File: config.mk
export PLATFORM = sky130hd
export DESIGN_NAME = fixed_encoder_ordern_flat
export DESIGN_NICKNAME = d
export VERILOG_FILES = /design/src/rtl/fixed_encoder_ordern_pkg.sv /design/src/rtl/fixed_encoder_ordern_if.sv /design/src/rtl/fixed_encoder_ordern_abs_accum.sv /design/src/rtl/fixed_encoder_ordern.sv /design/src/flat_wrapper.sv
export SDC_FILE = /design/constraint.sdc
export NUM_CORES = 2
export LEC_CHECK = 0
export CAP_MARGIN = 5
export CORE_ASPECT_RATIO = 1.1
export CORE_UTILIZATION = 58
export DETAILED_ROUTE_END_ITERATION = 12
export PLACE_DENSITY = 0.75
export SLEW_MARGIN = 40
export SYNTH_ARGS = -nofsm -noshare
export SYNTH_HDL_FRONTEND = slang
export SYNTH_SLANG_ARGS = --single-unit
File: constraint.sdc
create_clock -name iClock -period 26 [get_ports iClock]
set_input_delay 5.2 -clock iClock [delete_from_list [all_inputs] [get_ports iClock]]
set_output_delay 5.2 -clock iClock [all_outputs]
set_load 0.005 [all_outputs]
File: src/rtl/fixed_encoder_ordern_pkg.sv
// ---------------------------------------------------------------------------
// fixed_enc_pkg
// Shared definitions for the order-N fixed residual encoder: the order type,
// the highest supported predictor order, the FLAC fixed-predictor
// coefficient table and small helpers used by the encoder files.
// ---------------------------------------------------------------------------
package fixed_enc_pkg;

  // Predictor order as carried on the bus (0..4 meaningful, 5..7 alias 4).
  typedef logic [2:0] order_t;

  localparam int MAX_ORDER  = 4;
  localparam int NUM_ORDERS = MAX_ORDER + 1;

  // Default sample/residual widths; order-4 coefficients sum to 16 in
  // magnitude, so four extra bits hold every residual exactly.
  localparam int DEF_DATA_W = 16;
  localparam int DEF_RES_W  = DEF_DATA_W + 4;

  // COEF[k][j] multiplies the sample j steps back for order k
  // (j = 0 is the current sample). Rows are binomial coefficients with
  // alternating sign.
  localparam int COEF [0:MAX_ORDER][0:MAX_ORDER] = '{
    '{1,  0,  0,  0, 0},
    '{1, -1,  0,  0, 0},
    '{1, -2,  1,  0, 0},
    '{1, -3,  3, -1, 0},
    '{1, -4,  6, -4, 1}
  };

  // Sign-extend a default-width sample to the default residual width.
  function automatic logic signed [DEF_RES_W-1:0] widen(
    input logic signed [DEF_DATA_W-1:0] s
  );
    return {{(DEF_RES_W-DEF_DATA_W){s[DEF_DATA_W-1]}}, s};
  endfunction

  // Orders above MAX_ORDER behave as MAX_ORDER.
  function automatic order_t clamp_order(input order_t o);
    if (o > order_t'(MAX_ORDER)) return order_t'(MAX_ORDER);
    return o;
  endfunction

endpackage

File: src/rtl/fixed_encoder_ordern_if.sv
// ---------------------------------------------------------------------------
// fixed_encoder_ordern_if
// Sample-in / residual-out bundle of the order-N fixed encoder.
//   iEnable, iSample, iBlockStart, iBlockEnd, iOrder : sample side (master drives)
//   oResidual, oValid, oWarmup                       : per-sample residual
//   oBestOrder, oBestSum, oBestValid                 : per-block best order
// master = sample framer side, slave = encoder.
// ---------------------------------------------------------------------------
interface fixed_encoder_ordern_if #(
  parameter int DATA_W  = 16,
  parameter int RES_W   = DATA_W + 4,
  parameter int BLOCK_W = 16,
  parameter int SUM_W   = RES_W + BLOCK_W
);
  import fixed_enc_pkg::*;

  logic                     iEnable;
  logic signed [DATA_W-1:0] iSample;
  logic                     iBlockStart;
  logic                     iBlockEnd;
  order_t                   iOrder;
  logic signed [RES_W-1:0]  oResidual;
  logic                     oValid;
  logic                     oWarmup;
  order_t                   oBestOrder;
  logic [SUM_W-1:0]         oBestSum;
  logic                     oBestValid;

  modport master (
    output iEnable, iSample, iBlockStart, iBlockEnd, iOrder,
    input  oResidual, oValid, oWarmup, oBestOrder, oBestSum, oBestValid
  );

  modport slave (
    input  iEnable, iSample, iBlockStart, iBlockEnd, iOrder,
    output oResidual, oValid, oWarmup, oBestOrder, oBestSum, oBestValid
  );

endinterface

File: src/rtl/fixed_encoder_ordern_abs_accum.sv
// ---------------------------------------------------------------------------
// fixed_abs_accum
// One saturating accumulator of |value|.
//   clk, rst_n : clock, asynchronous active-low reset
//   clr        : discard the running sum before this cycle's update
//   en         : add |value| this cycle
//   value      : signed residual (most negative code never occurs)
//   sum_next   : the sum as it will be after this edge, so the caller can
//                compare final sums on the same cycle as the last sample
// ---------------------------------------------------------------------------
module fixed_abs_accum #(
  parameter int RES_W = 20,
  parameter int SUM_W = 36
) (
  input  logic                    clk,
  input  logic                    rst_n,
  input  logic                    clr,
  input  logic                    en,
  input  logic signed [RES_W-1:0] value,
  output logic [SUM_W-1:0]        sum_next
);

  logic [SUM_W-1:0] sum_q;
  logic [SUM_W-1:0] sum_d;
  logic [SUM_W-1:0] base;
  logic [RES_W-1:0] mag;
  logic [SUM_W:0]   wide;

  // Clear takes effect before the add, so a clearing sample can still count.
  // The extra carry bit of 'wide' detects overflow for saturation.
  always_comb begin
    mag   = value[RES_W-1] ? $unsigned(-value) : $unsigned(value);
    base  = clr ? '0 : sum_q;
    wide  = {1'b0, base} + (SUM_W+1)'(mag);
    sum_d = base;
    if (en) begin
      sum_d = wide[SUM_W] ? '1 : wide[SUM_W-1:0];
    end
  end

  assign sum_next = sum_d;

  // Running sum register.
  always_ff @(posedge clk or negedge rst_n) begin
    if (!rst_n) begin
      sum_q <= '0;
    end else begin
      sum_q <= sum_d;
    end
  end

endmodule

File: src/rtl/fixed_encoder_ordern.sv
// ---------------------------------------------------------------------------
// fixed_encoder_ordern
// FLAC fixed-predictor residual encoder, orders 0..4 computed in parallel.
// Emits the residual of the per-sample selected order (or the verbatim
// sample while the block is still warming up) and, at block end, reports
// the order whose absolute residual sum over samples n >= 4 is smallest.
//   iClock : rising-edge clock
//   iReset : asynchronous active-low reset
//   enc    : sample/residual/best-order bundle (slave side)
// ---------------------------------------------------------------------------
module fixed_encoder_ordern
  import fixed_enc_pkg::*;
#(
  parameter int DATA_W  = 16,
  parameter int RES_W   = DATA_W + 4,
  parameter int BLOCK_W = 16,
  parameter int SUM_W   = RES_W + BLOCK_W
) (
  input  logic                  iClock,
  input  logic                  iReset,
  fixed_encoder_ordern_if.slave enc
);

  logic signed [DATA_W-1:0] x1_q, x1_d, x2_q, x2_d, x3_q, x3_d, x4_q, x4_d;
  logic [2:0]               n_q, n_d;
  logic signed [RES_W-1:0]  residual_q, residual_d;
  logic                     valid_q, valid_d;
  logic                     warmup_q, warmup_d;
  order_t                   best_order_q, best_order_d;
  logic [SUM_W-1:0]         best_sum_q, best_sum_d;
  logic                     best_valid_q, best_valid_d;

  logic signed [RES_W-1:0]  taps [0:MAX_ORDER];
  logic signed [RES_W-1:0]  res  [0:MAX_ORDER];
  logic [SUM_W-1:0]         sum_next [0:MAX_ORDER];
  logic [2:0]               n_eff;
  order_t                   sel;
  logic                     acc_clr;
  logic                     acc_en;
  order_t                   min_order;
  logic [SUM_W-1:0]         min_sum;

  // A block start wipes the history and sample index before this sample is
  // used, so taps and n_eff already reflect the cleared state. All five
  // residuals are formed from the coefficient table at full residual width.
  always_comb begin
    taps[0] = RES_W'(enc.iSample);
    taps[1] = enc.iBlockStart ? '0 : RES_W'(x1_q);
    taps[2] = enc.iBlockStart ? '0 : RES_W'(x2_q);
    taps[3] = enc.iBlockStart ? '0 : RES_W'(x3_q);
    taps[4] = enc.iBlockStart ? '0 : RES_W'(x4_q);
    n_eff   = enc.iBlockStart ? 3'd0 : n_q;
    sel     = clamp_order(enc.iOrder);
    for (int k = 0; k <= MAX_ORDER; k++) begin
      res[k] = '0;
      for (int j = 0; j <= MAX_ORDER; j++) begin
        res[k] = res[k] + RES_W'(COEF[k][j]) * taps[j];
      end
    end
  end

  // Every order accumulates over the same samples: n >= 4 only.
  assign acc_clr = enc.iEnable & enc.iBlockStart;
  assign acc_en  = enc.iEnable & (n_eff == 3'(MAX_ORDER));

  genvar g;
  generate
    for (g = 0; g <= MAX_ORDER; g++) begin : g_acc
      fixed_abs_accum #(
        .RES_W (RES_W),
        .SUM_W (SUM_W)
      ) u_acc (
        .clk      (iClock),
        .rst_n    (iReset),
        .clr      (acc_clr),
        .en       (acc_en),
        .value    (res[g]),
        .sum_next (sum_next[g])
      );
    end
  endgenerate

  // Priority compare over the post-update sums; strict '<' keeps the lower
  // order on ties. The result is only captured on a block-end sample.
  always_comb begin
    min_order = '0;
    min_sum   = sum_next[0];
    for (int k = 1; k <= MAX_ORDER; k++) begin
      if (sum_next[k] < min_sum) begin
        min_order = order_t'(k);
        min_sum   = sum_next[k];
      end
    end
  end

  // Next-state logic. Without iEnable nothing advances, the residual and
  // best-order results hold, and both valid strobes drop.
  always_comb begin
    x1_d         = x1_q;
    x2_d         = x2_q;
    x3_d         = x3_q;
    x4_d         = x4_q;
    n_d          = n_q;
    residual_d   = residual_q;
    valid_d      = 1'b0;
    warmup_d     = warmup_q;
    best_order_d = best_order_q;
    best_sum_d   = best_sum_q;
    best_valid_d = 1'b0;
    if (enc.iEnable) begin
      x1_d    = enc.iSample;
      x2_d    = enc.iBlockStart ? '0 : x1_q;
      x3_d    = enc.iBlockStart ? '0 : x2_q;
      x4_d    = enc.iBlockStart ? '0 : x3_q;
      n_d     = (n_eff == 3'(MAX_ORDER)) ? n_eff : n_eff + 3'd1;
      valid_d = 1'b1;
      if (n_eff < sel) begin
        residual_d = taps[0];
        warmup_d   = 1'b1;
      end else begin
        residual_d = res[sel];
        warmup_d   = 1'b0;
      end
      if (enc.iBlockEnd) begin
        best_order_d = min_order;
        best_sum_d   = min_sum;
        best_valid_d = 1'b1;
      end
    end
  end

  // State and output registers.
  always_ff @(posedge iClock or negedge iReset) begin
    if (!iReset) begin
      x1_q         <= '0;
      x2_q         <= '0;
      x3_q         <= '0;
      x4_q         <= '0;
      n_q          <= '0;
      residual_q   <= '0;
      valid_q      <= 1'b0;
      warmup_q     <= 1'b0;
      best_order_q <= '0;
      best_sum_q   <= '0;
      best_valid_q <= 1'b0;
    end else begin
      x1_q         <= x1_d;
      x2_q         <= x2_d;
      x3_q         <= x3_d;
      x4_q         <= x4_d;
      n_q          <= n_d;
      residual_q   <= residual_d;
      valid_q      <= valid_d;
      warmup_q     <= warmup_d;
      best_order_q <= best_order_d;
      best_sum_q   <= best_sum_d;
      best_valid_q <= best_valid_d;
    end
  end

  assign enc.oResidual  = residual_q;
  assign enc.oValid     = valid_q;
  assign enc.oWarmup    = warmup_q;
  assign enc.oBestOrder = best_order_q;
  assign enc.oBestSum   = best_sum_q;
  assign enc.oBestValid = best_valid_q;

endmodule

File: src/flat_wrapper.sv
// flat-port wrapper written by rule: the top's interface ports become plain ports
module fixed_encoder_ordern_flat import fixed_enc_pkg::*;
#(
  parameter int DATA_W  = 16,
  parameter int RES_W   = DATA_W + 4,
  parameter int BLOCK_W = 16,
  parameter int SUM_W   = RES_W + BLOCK_W
)
  (iClock, iReset, enc_iEnable, enc_iSample, enc_iBlockStart, enc_iBlockEnd, enc_iOrder, enc_oResidual, enc_oValid, enc_oWarmup, enc_oBestOrder, enc_oBestSum, enc_oBestValid);
  fixed_encoder_ordern_if #(.DATA_W(DATA_W), .RES_W(RES_W), .BLOCK_W(BLOCK_W), .SUM_W(SUM_W)) enc_i ();
  input  logic iClock;
  input  logic iReset;
  input wire logic [$bits(enc_i.iEnable)-1:0] enc_iEnable;
  input wire logic [$bits(enc_i.iSample)-1:0] enc_iSample;
  input wire logic [$bits(enc_i.iBlockStart)-1:0] enc_iBlockStart;
  input wire logic [$bits(enc_i.iBlockEnd)-1:0] enc_iBlockEnd;
  input wire logic [$bits(enc_i.iOrder)-1:0] enc_iOrder;
  output wire logic [$bits(enc_i.oResidual)-1:0] enc_oResidual;
  output wire logic [$bits(enc_i.oValid)-1:0] enc_oValid;
  output wire logic [$bits(enc_i.oWarmup)-1:0] enc_oWarmup;
  output wire logic [$bits(enc_i.oBestOrder)-1:0] enc_oBestOrder;
  output wire logic [$bits(enc_i.oBestSum)-1:0] enc_oBestSum;
  output wire logic [$bits(enc_i.oBestValid)-1:0] enc_oBestValid;
  assign enc_i.iEnable = enc_iEnable;
  assign enc_i.iSample = enc_iSample;
  assign enc_i.iBlockStart = enc_iBlockStart;
  assign enc_i.iBlockEnd = enc_iBlockEnd;
  assign enc_i.iOrder = enc_iOrder;
  assign enc_oResidual = enc_i.oResidual;
  assign enc_oValid = enc_i.oValid;
  assign enc_oWarmup = enc_i.oWarmup;
  assign enc_oBestOrder = enc_i.oBestOrder;
  assign enc_oBestSum = enc_i.oBestSum;
  assign enc_oBestValid = enc_i.oBestValid;
  fixed_encoder_ordern #(.DATA_W(DATA_W), .RES_W(RES_W), .BLOCK_W(BLOCK_W), .SUM_W(SUM_W)) u_core (.iClock(iClock), .iReset(iReset), .enc(enc_i));
endmodule
==> impl_summary.log <==
[flow] final metrics
[metrics] status: completed
[metrics] total setup buffers inserted after CTS: 0
[metrics] critical path endpoint category: flop
[metrics] count of pins on the block boundary: 86
[metrics] cell count after synthesis: 4124
[metrics] xor/xnor cell area share of the yosys netlist: 0.08005
[metrics] Post-Syn Area per Cell: 8.543 um^2
[metrics] post-route DRC violation count: 0
[metrics] max frequency: 42.29 MHz
[metrics] worst reg2reg setup slack: 7.07 ns
[metrics] summed area of non-filler cells in the final layout: 38390 um^2
[metrics] Min-Delay Endpoint: u_core.enc.oBestOrder[0]
[metrics] global placer's final weighted congestion: 0.9843
[metrics] final-report max-slew violation count: 0
[metrics] most frequently placed logic cells in the final layout: 392 x sky130_fd_sc_hd__ha_1, 365 x sky130_fd_sc_hd__inv_1, 319 x sky130_fd_sc_hd__nand2_1
[metrics] final hold violations: 0
[metrics] Primary FF master, synth: sky130_fd_sc_hd__dfrtp_1
[metrics] standard cell with the maximum stage delay on the critical path: sky130_fd_sc_hd__o31ai_4
[metrics] RR Endpoint: u_core.enc.oBestSum[24]
[metrics] stage-log warning count: 31
[metrics] CTS clock-pin slew for the worst setup and hold paths: 0.06 ns
[metrics] Starting DRT DRC Count: 2748
[metrics] pin count of the biggest net entering global routing: 98
[metrics] launching element of the worst setup path: enc_iBlockStart
[metrics] simple-gate area share of the yosys netlist: 0.1790
[metrics] all-layer global routing usage: 0.3626
[metrics] post-route clock period utilization: 0.9095
[metrics] crit path setup slack, layout: 2.352 ns
[metrics] yosys warns: 0
[metrics] Num CTS Buffers: 40
[metrics] post-synthesis async set-or-reset flop share: 1.000
[metrics] unrepaired setup endpoints after global routing: no
[metrics] critical path's most frequent cell: sky130_fd_sc_hd__o21ai_0
[metrics] distinct cell type count of the synthesized netlist: 111
[metrics] top logic cell by instance count in the layout: sky130_fd_sc_hd__ha_1
[metrics] Max H-tree Level: 2
[metrics] sequential area share after synthesis: 0.2195
[metrics] required time worst endpoint: 26.48 ns
[metrics] storage element area: 7732 um^2
[metrics] actual slew at the worst max-slew pin: 0.9007 ns
[metrics] biggest cell delay along the critical path: 0.72 ns
[metrics] routed wire length per instance: 22.54 um
[metrics] DIE AREA: 61730 um^2
[metrics] Crit path arrival time: 24.13 ns
[metrics] chip area line of the yosys report: 35230 um^2
[metrics] number of nets still failing antenna checks after routing: 0
[metrics] min-delay src: u_core.enc.oBestOrder[0]
[metrics] TritonCTS clock tree: yes
[metrics] area share of and-or/or-and cells after synthesis: 0.2023
[metrics] cts-stage hold buffer count: 0
[metrics] Comb gate area: 25560 um^2
[metrics] hpwl dp: 87.17 mm
[metrics] max_cap viols: 0
[metrics] flip-flops with a built-in enable: 0
[metrics] Top logic family: adder cells
[metrics] Synth flops: 309
[metrics] buffer levels on the longest clock path: 3
[metrics] setup violation total in the final timing report: 0
[metrics] Placed Instance Area: 36900 um^2
[metrics] count of filler cells inserted in the layout: 5121
[metrics] number of standard cells reported by yosys: 4124
[metrics] cell count of the worst hold path: 2
[metrics] layout cells sized above 1: 0.06998
[metrics] Fin Setup TNS: 0 ns
[metrics] worst setup path endpoint: u_core.enc.oBestSum[24]
[metrics] maximum net fanout on the critical path: 29
[metrics] crit path launch type: input pin
[metrics] first-pass GRT wire length: 174.1 mm
[metrics] number of global-route vias before repair: 30890
[metrics] critical path class: in2reg
[metrics] startpoint of the worst register-to-register path: u_core.x1_q[0]
[metrics] Layout Nets: 4736
[metrics] Slew HR: 0.3995
[metrics] post-DR vias/cell: 6.366
[metrics] initial antenna violation count: 0
[metrics] layout overhead on the synthesized area: 8.971%
[metrics] total global routing overflow: 0
[metrics] number of cells on the worst reg-to-reg path: 67
[metrics] Final min period: 23.65 ns
[metrics] Multiplexer share: 0.03818
[metrics] adder and majority cell fraction of the synthesized area: 0.2239
==> per-stage QoR <==
step	hold slack, ns	cells
2_1_floorplan	0.4455	4129
3_5_place_dp	0.4678	4895
5_1_grt	0.5041	4969
6_report	0.4804	4969
3_3_place_gp	0.4593	4894
4_1_cts	0.4820	4967
==> routing by layer <==
layer | vias to the layer above | share of wire | GRT usage
met5 | - | 0 | 0
met1 | 15210 | 0.40 | 0.4474
met3 | 395 | 0.065 | 0.05067
met2 | 1313 | 0.46 | 0.5922
met4 | 0 | 0.078 | 0.2469
li1 | 14720 | - | -
==> Yosys cell counts, drive strengths merged, types with 19 or more instances <==
master,number,area share
a31oi,60,0.011
clkbuf,95,0.010
o21ai,225,0.032
nand2b,43,0.0076
o31ai,26,0.0057
or2,29,0.0051
inv,367,0.039
a21o,65,0.014
xor2,103,0.026
buf,46,0.0077
o211ai,41,0.0089
nand3,85,0.012
o21a,62,0.013
o22ai,29,0.0057
a21oi,242,0.035
a21boi,21,0.0047
and3,45,0.0080
ha,392,0.14
mux2i,44,0.013
nand2,325,0.035
xnor2,219,0.054
nand4,59,0.010
o21bai,26,0.0059
or3,30,0.0055
nor2,295,0.032
a2bb2oi,27,0.0069
mux2,74,0.024
a211o,19,0.0047
and2,127,0.023
o22a,24,0.0060
nor3,91,0.013
a211oi,61,0.013
nor4,25,0.0055
dfrtp,309,0.22
fa,149,0.085
a2111oi,19,0.0052
nor2b,59,0.010
==> layout make-up <==
class / count / share of cell area
multi-input combinational: 3311 / 0.6659
sequential: 309 / 0.2014
tap: 768 / 0.02503
inverter: 368 / 0.03598
timing repair buffer: 141 / 0.03490
clock inverter: 21 / 0.007822
clock buffer: 51 / 0.02897
==> critical path: cells and delay by family <==
family / cells / cell delay (ns)
fa+ha+maj: 6 / 2.05
simple gates: 20 / 5.29
compound gates: 28 / 7.28
xor+xnor: 1 / 0.13
mux: 2 / 0.98
buf+inv: 10 / 3.13
==> cells by family after synthesis <==
logic type	count (synthesis)
AND-OR/OR-AND	1060
XOR/XNOR	322
adder cells (fa/ha/maj)	541
buffers and inverters	509
flip-flops	309
multiplexers	121
other	1
AND/OR/NAND/NOR	1261
==> state kept, by name, indices dropped and copies added (netlist names) <==
name,flops
u_core.enc.oBestOrder,3
u_core.enc.oBestSum,36
u_core.enc.oBestValid,1
u_core.enc.oResidual,20
u_core.enc.oValid,1
u_core.enc.oWarmup,1
u_core.g_acc.u_acc.sum_q,180
u_core.n_q,3
u_core.x1_q,16
u_core.x2_q,16
u_core.x3_q,16
u_core.x4_q,16
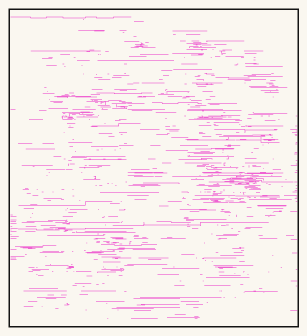
*Signal wires on met3*
wire length on this layer	7310 um
main direction	horizontal
share of all routed wire	6.5%
longest straight run	66.7 um
Total Wirelength: 112.0 mm
via count: 31630

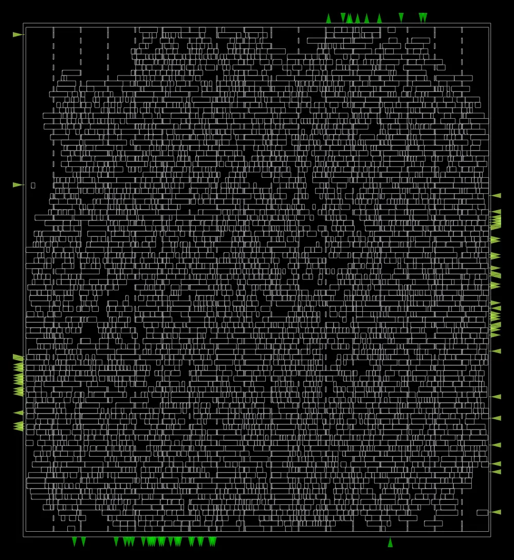
*Cell outlines without signal wires*
number of standard cells in the final layout excluding fillers: 4969
tapcell count: 768
Core Rows: 94
register fraction of the total cell area: 0.2014

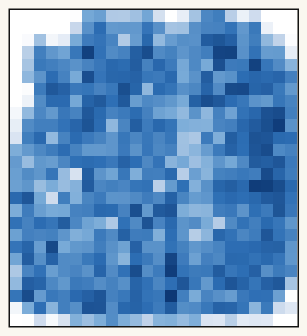
*Cell area per tile*
The die is cut into 24 by 26 equal tiles; white is low, dark blue is high, 0 to 100% covered.
densest ninth of the die	east
tiles over 75% full	25%
mean over tiles	61%
emptiest ninth of the die	north-west
core occupancy in the finished layout: 0.6401
Floorplan Core Area: 59980 um^2
fp util: 0.5874

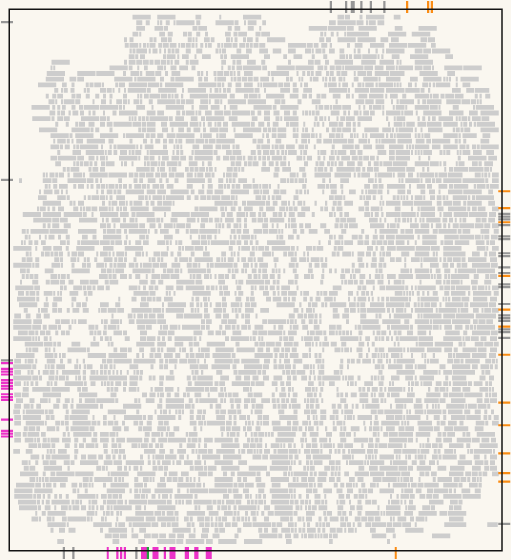
*Pin placement*
Pins as bars across the die edge, other pins in grey.
colour	port	pins	direction	edge
orange	enc_iSample	16	input	12 east, 3 north, 1 south
green	enc_oBestValid	1	output	south
magenta	enc_oBestSum	36	output	21 south, 15 west
width of the die: 237.0 um
height of the die: 260.5 um
Buffers on Ports: 85

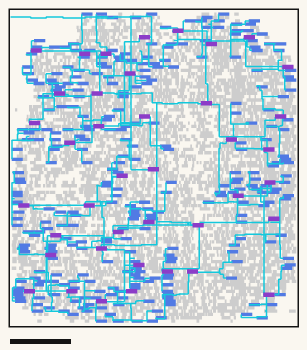
*Clock network drawn from the DEF*
Scale bar: 50 um.
[cyan] clock wires | length: 5380 um
[blue] flip-flops | count: 309
[purple] clock drivers | count: 40
flops lie	spread over the die
skew final: 0.02495 ns
insertion delay at the late pin of the worst-skew pair: 0.59 ns

